Fig. 1: metal 1
The bar under the picture is 20 µm long.
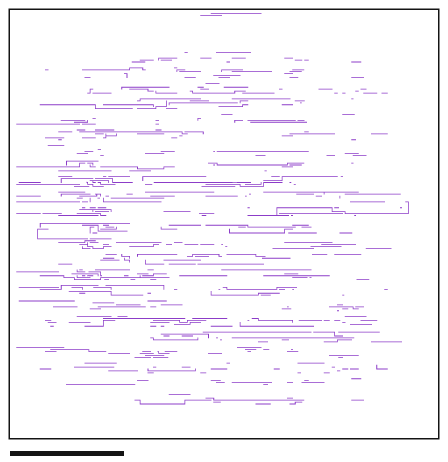
Fig. 2: met2 routing
The bar under the picture is 20 µm long.
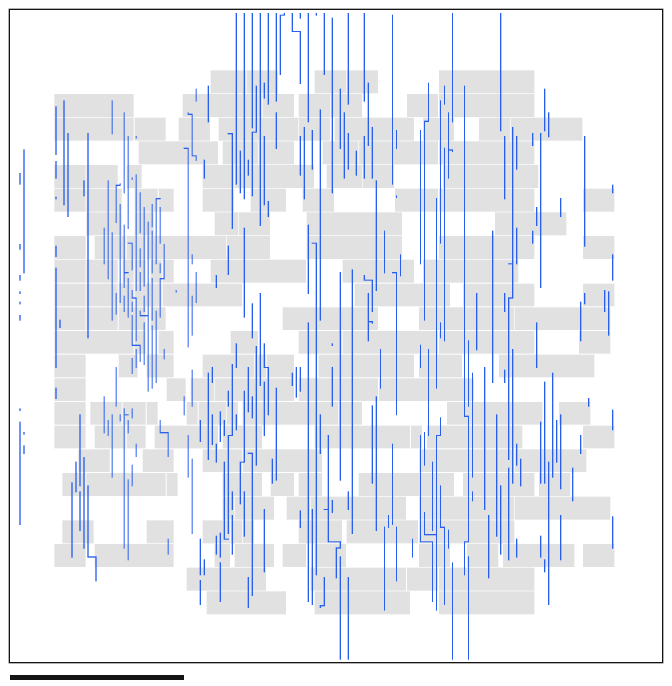
Fig. 3: met3 routing
The bar under the picture is 20 µm long.
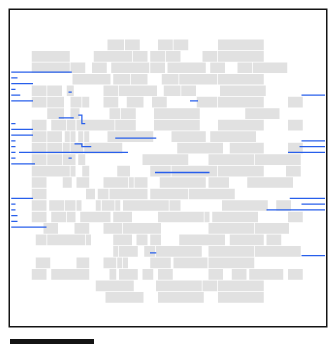
Fig. 4: cell area per tile
7 x 7 tiles, from white (low) to dark blue (high), 0 to 100% covered.
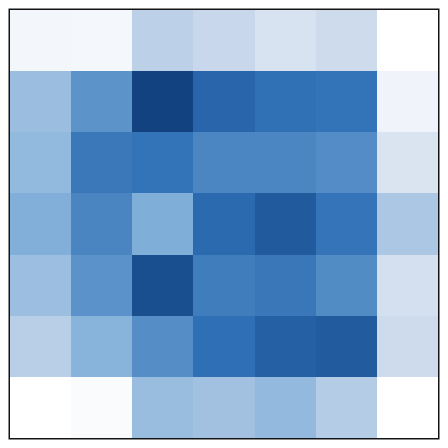
--- src/rtl/data_bus_buffer_q.sv ---
// CPU-side data bus buffer: strobe FSM, registered read capture, and a
// write queue that hands CPU writes to an internal consumer.
module data_bus_buffer_q #(
    parameter int DATA_W   = 8,
    parameter int WQ_DEPTH = 4,
    localparam int LVL_W   = $clog2(WQ_DEPTH + 1),
    localparam int PTR_W   = $clog2(WQ_DEPTH)
) (
    input  logic              CLK,
    input  logic              RST_N,
    input  logic              CS_N,
    input  logic              RD_N,
    input  logic              WR_N,
    input  logic              CAS_SEL,
    input  logic [DATA_W-1:0] CPU_IN_DATA,
    output logic [DATA_W-1:0] CPU_OUT_DATA,
    output logic              CPU_OE,
    input  logic [DATA_W-1:0] INT_IN_DATA,
    output logic [DATA_W-1:0] INT_OUT_DATA,
    output logic              INT_WR_VALID,
    input  logic              INT_WR_READY,
    output logic [LVL_W-1:0]  WQ_LEVEL,
    output logic              WQ_FULL,
    output logic              WQ_OVF,
    input  logic              CLR_OVF,
    output logic              BUS_ERR
);

    typedef enum logic [1:0] {
        IDLE   = 2'd0,
        RD_ACT = 2'd1,
        WR_ACT = 2'd2,
        ERR    = 2'd3
    } state_e;

    state_e              state_q, state_d;
    logic                push_req;
    logic                capture;

    logic [DATA_W-1:0]   cpu_out_data_q, cpu_out_data_d;
    logic [DATA_W-1:0]   mem_q [WQ_DEPTH];
    logic [PTR_W-1:0]    wr_ptr_q, wr_ptr_d;
    logic [PTR_W-1:0]    rd_ptr_q, rd_ptr_d;
    logic [LVL_W-1:0]    level_q, level_d;
    logic                ovf_q, ovf_d;

    logic                full;
    logic                empty;
    logic                do_push;
    logic                do_pop;
    logic                ovf_set;

    // Strobe FSM: a push or capture is issued only on the edge that leaves
    // IDLE, so a long strobe produces exactly one transaction.
    always_comb begin
        // NOTE: every always_comb output gets a default first so no path
        // leaves it unassigned, which would infer a latch.
        state_d  = state_q;
        push_req = 1'b0;
        capture  = 1'b0;
        case (state_q)
            IDLE: begin
                if (!RD_N && !WR_N) begin
                    state_d = ERR;
                end else if (!WR_N && !CS_N) begin
                    state_d  = WR_ACT;
                    push_req = 1'b1;
                end else if (!RD_N && (!CS_N || CAS_SEL)) begin
                    state_d = RD_ACT;
                    capture = 1'b1;
                end
            end
            WR_ACT: begin
                if (!RD_N) begin
                    state_d = ERR;
                end else if (WR_N) begin
                    state_d = IDLE;
                end
            end
            RD_ACT: begin
                if (!WR_N) begin
                    state_d = ERR;
                end else if (RD_N) begin
                    state_d = IDLE;
                end
            end
            ERR: begin
                if (RD_N && WR_N) begin
                    state_d = IDLE;
                end
            end
            default: state_d = IDLE;
        endcase
    end

    assign cpu_out_data_d = capture ? INT_IN_DATA : cpu_out_data_q;

    // Queue control: a push into a full queue still lands when the head
    // leaves on the same edge, because the tail slot is the one being freed.
    assign full    = (level_q == LVL_W'(WQ_DEPTH));
    assign empty   = (level_q == '0);
    assign do_pop  = !empty && INT_WR_READY;
    assign do_push = push_req && (!full || do_pop);
    assign ovf_set = push_req && full && !do_pop;

    always_comb begin
        wr_ptr_d = wr_ptr_q;
        rd_ptr_d = rd_ptr_q;
        level_d  = level_q;
        if (do_push) begin
            wr_ptr_d = wr_ptr_q + PTR_W'(1);
        end
        if (do_pop) begin
            rd_ptr_d = rd_ptr_q + PTR_W'(1);
        end
        case ({do_push, do_pop})
            2'b10:   level_d = level_q + LVL_W'(1);
            2'b01:   level_d = level_q - LVL_W'(1);
            default: level_d = level_q;
        endcase
    end

    // Set wins over clear so an overflow on the clearing edge is not lost.
    assign ovf_d = ovf_set || (ovf_q && !CLR_OVF);

    // NOTE: sequential state uses non-blocking assignments only, so every
    // flop samples the pre-edge value of every other flop.
    always_ff @(posedge CLK or negedge RST_N) begin
        if (!RST_N) begin
            state_q        <= IDLE;
            cpu_out_data_q <= '0;
            wr_ptr_q       <= '0;
            rd_ptr_q       <= '0;
            level_q        <= '0;
            ovf_q          <= 1'b0;
        end else begin
            state_q        <= state_d;
            cpu_out_data_q <= cpu_out_data_d;
            wr_ptr_q       <= wr_ptr_d;
            rd_ptr_q       <= rd_ptr_d;
            level_q        <= level_d;
            ovf_q          <= ovf_d;
        end
    end

    // NOTE: queue storage is deliberately not reset; an empty queue's head
    // is never consumed, and leaving it out keeps the array as plain RAM.
    always_ff @(posedge CLK) begin
        if (do_push) begin
            mem_q[wr_ptr_q] <= CPU_IN_DATA;
        end
    end

    assign CPU_OUT_DATA = cpu_out_data_q;
    assign CPU_OE       = (state_q == RD_ACT);
    assign BUS_ERR      = (state_q == ERR);
    assign INT_OUT_DATA = mem_q[rd_ptr_q];
    assign INT_WR_VALID = !empty;
    assign WQ_LEVEL     = level_q;
    assign WQ_FULL      = full;
    assign WQ_OVF       = ovf_q;

endmodule

--- config.mk ---
export PLATFORM = sky130hd
export DESIGN_NAME = data_bus_buffer_q
export DESIGN_NICKNAME = d
export VERILOG_FILES = /design/src/rtl/data_bus_buffer_q.sv
export SDC_FILE = /design/constraint.sdc
export NUM_CORES = 1
export LEC_CHECK = 0
export ABC_AREA = 0
export CORE_MARGIN = 5
export CORE_UTILIZATION = 49
export CTS_CLUSTER_DIAMETER = 120
export DETAILED_ROUTE_END_ITERATION = 6
export PLACE_DENSITY_LB_ADDON = 0.12
export SYNTH_ARGS = -nofsm -noshare
export SYNTH_HDL_FRONTEND = slang
export SYNTH_SLANG_ARGS = --single-unit
--- constraint.sdc ---
create_clock -name CLK -period 2.6 [get_ports CLK]
set_clock_uncertainty 0.2 [all_clocks]
set_input_delay 0.26 -clock CLK [delete_from_list [all_inputs] [get_ports CLK]]
set_output_delay 0.26 -clock CLK [all_outputs]
set_load 0.01 [all_outputs]
==> flow_summary.toml <==
# synthesis and place-and-route metrics
[run_status]
status = "completed"

[clock_network]
cts_tree = "built"
cts_hold_buf = 0
clock-root-buffer = "clkbuf_8"
postCtsSetupRepairBufs = 0
clk_path_buf_depth = 2
cts.htree.levels = 2
cts.sinks = 50
worstSkewPairLatency_ps = 290
clkTransAtPathRegs_ps = 90
cts_resized = 0

[synthesis]
syn_area_um2 = 2060
synth_nets = 147
numSynthFlops = 50
logic_family = "multiplexers"
ys_sh_simple_pct = 5.58
syn_inst = 118
mux_area_share_pct = 13.6
async_flop_share_pct = 36.0
synth-edff-count = 32
aoi_share_pct = 4.49
yosysSeqAreaShare_pct = 68.4
yosysChipArea_um2 = 2060
ys_sh_adder_pct = 3.40
syn_area_per_cell_um2 = 17.5
synth_top_area_share_pct = 46.6
yosys_warnings = 0
largest_area_cell = "edfxtp_1"
xor_area_share_pct = 2.12
synth.area.top_cells = "edfxtp_1, dfrtp_1, mux4_2"
synthFlopType = "edfxtp_1"

[cells_and_area]
layout_top_cells = "clkdlybuf4s50_1, edfxtp_1, dfrtp_1"
n_all_buffers = 49
flops = 50
logic_area_um2 = 602
diodes = 0
largest_reg_flops = 32
syn2layout_area_growth_pct = 30.9
largest_register = "mem_q"
seq_share_pct = 52.2
comb_cells = 57
layout-drive-gt1-share_pct = 19.2
dominant_cells = "flip-flops and latches"
regArea_um2 = 1410
fillers = 278
clk_share_pct = 4.08
nets = 200
nClkBuffers = 6
fin_area_um2 = 2700
layout.non_clock_inverters = 8
buffer_area_share_pct = 18.0
comb_area_share_pct = 22.3
instances_no_fill = 222
mostFrequentLayoutCell = "clkdlybuf4s50_1"

[final_timing]
tightest_slew_ps = 856
slew_headroom_pct = 42.7
rsz0062_at_grt = "false"
slew_violations = 0
hold_slack_ps = 244
final.period_utilization_pct = 92.1
max_freq_ghz = 0.417
tns_ps = 0
finalCriticalPeriod_ps = 2400
setup_ws_ps = 205
hold_viol = 0
setup_violations = 0

[min_path]
min_path_type = "input pin to asynchronous set/reset pin"

[route]
top_layer = "met4"
postRouteAntennaNets = 0
drtIter0Drc = 81
vias_per_cell = 5.35
drc_errors = 0
detail_route.wirelength_um = 3810
met2_length_um = 1960
met1Wirelength_um = 1600
wl_met3_um = 180
wl_per_cell_um = 17.2

[flow_run]
warning_count = 29
drv_cap = 0

[pwr]
p_leak_nw = 0.989
peakVddDrop_mv = 0.582
p_total_mw = 2.46
powerDensity_nw_per_um2 = 909

[critical_path]
r2r_end = "mem_q[0][0]$_DFFE_PP_"
r2r_slack_ps = 450
rr_worst_depth = 3
worstSetupEndpoint = "INT_OUT_DATA[6]"
critical_path_class = "flip-flop to output pin"
startpoint_type = "flip-flop"
worstPathArrival_ps = 1940
r2r-start = "WQ_LEVEL[0]$_DFFE_PN0P_"
worstPathMaxFanout = 8
required_ps = 2140
endpoint_kind = "output pin"

[place]
placedCellCount = 214
dp_hpwl_um = 2810
place_area_um2 = 2590
numPortBuffers = 47
place.gp.congestion = 0.814
dp_slack_ps = 194

[floorplan]
taps = 50
die_h_um = 74.9
placementRows = 23
die-area_um2 = 5610
io_pins = 48

[global_routing]
grt_max_degree = 19
grtUsageTotal_pct = 15.3
grt_remaining_overflow = 0
grt_pass1_wl_um = 6340
## Picture notes: Fig. 1
The longest straight run is 21.3 µm. 175 nets have wire on it.

## Picture notes: Fig. 2
The layer holds 51% of the routed length. The longest straight run is 38.1 µm. 181 nets have wire on it.

## Picture notes: Fig. 3
The wires run mostly horizontal. The longest straight run is 25.5 µm. 33 nets have wire on it. The layer holds 4.8% of the routed length. The layer carries 181 µm of wire.
met3 usage: 3.34%
Vias: 1188

## Picture notes: Fig. 4
The densest ninth of the die: centre. 14% of the tiles are over 75% full. The fullest tile reaches 93%.
Final Core Density: 67.0%
core area: 4030 µm²
Floorplan Utilization: 51.2%

-- Yosys cell counts (2+ instances only) --
cell type	number
and2_2	4
ha_1	4
edfxtp_1	32
xnor2_1	5
dfrtp_1	18
inv_1	8
nor4b_1	2
mux2_2	8
nor2_1	3
a31oi_1	2
mux4_2	8
nand2_1	2
o21ai_0	2
-- critical path: stages (launching register included) --
cell	delay [ps]
dfrtp_1	390
buf_4	230
mux4_2	520
clkdlybuf4s50_1	490
-- power breakdown --
group          internal, mW  switching, mW
logic                 0.523          0.326
clock network         0.287          0.247
registers             0.954          0.118
-- metal layers --
metal  vias up  GRT usage, %
met5         -             0
met2        41          25.5
met3         9          3.34
met1       591          19.6
met4         0          5.93
li1        547             -
No activity file was given, so power comes from the tool's default toggle rates.
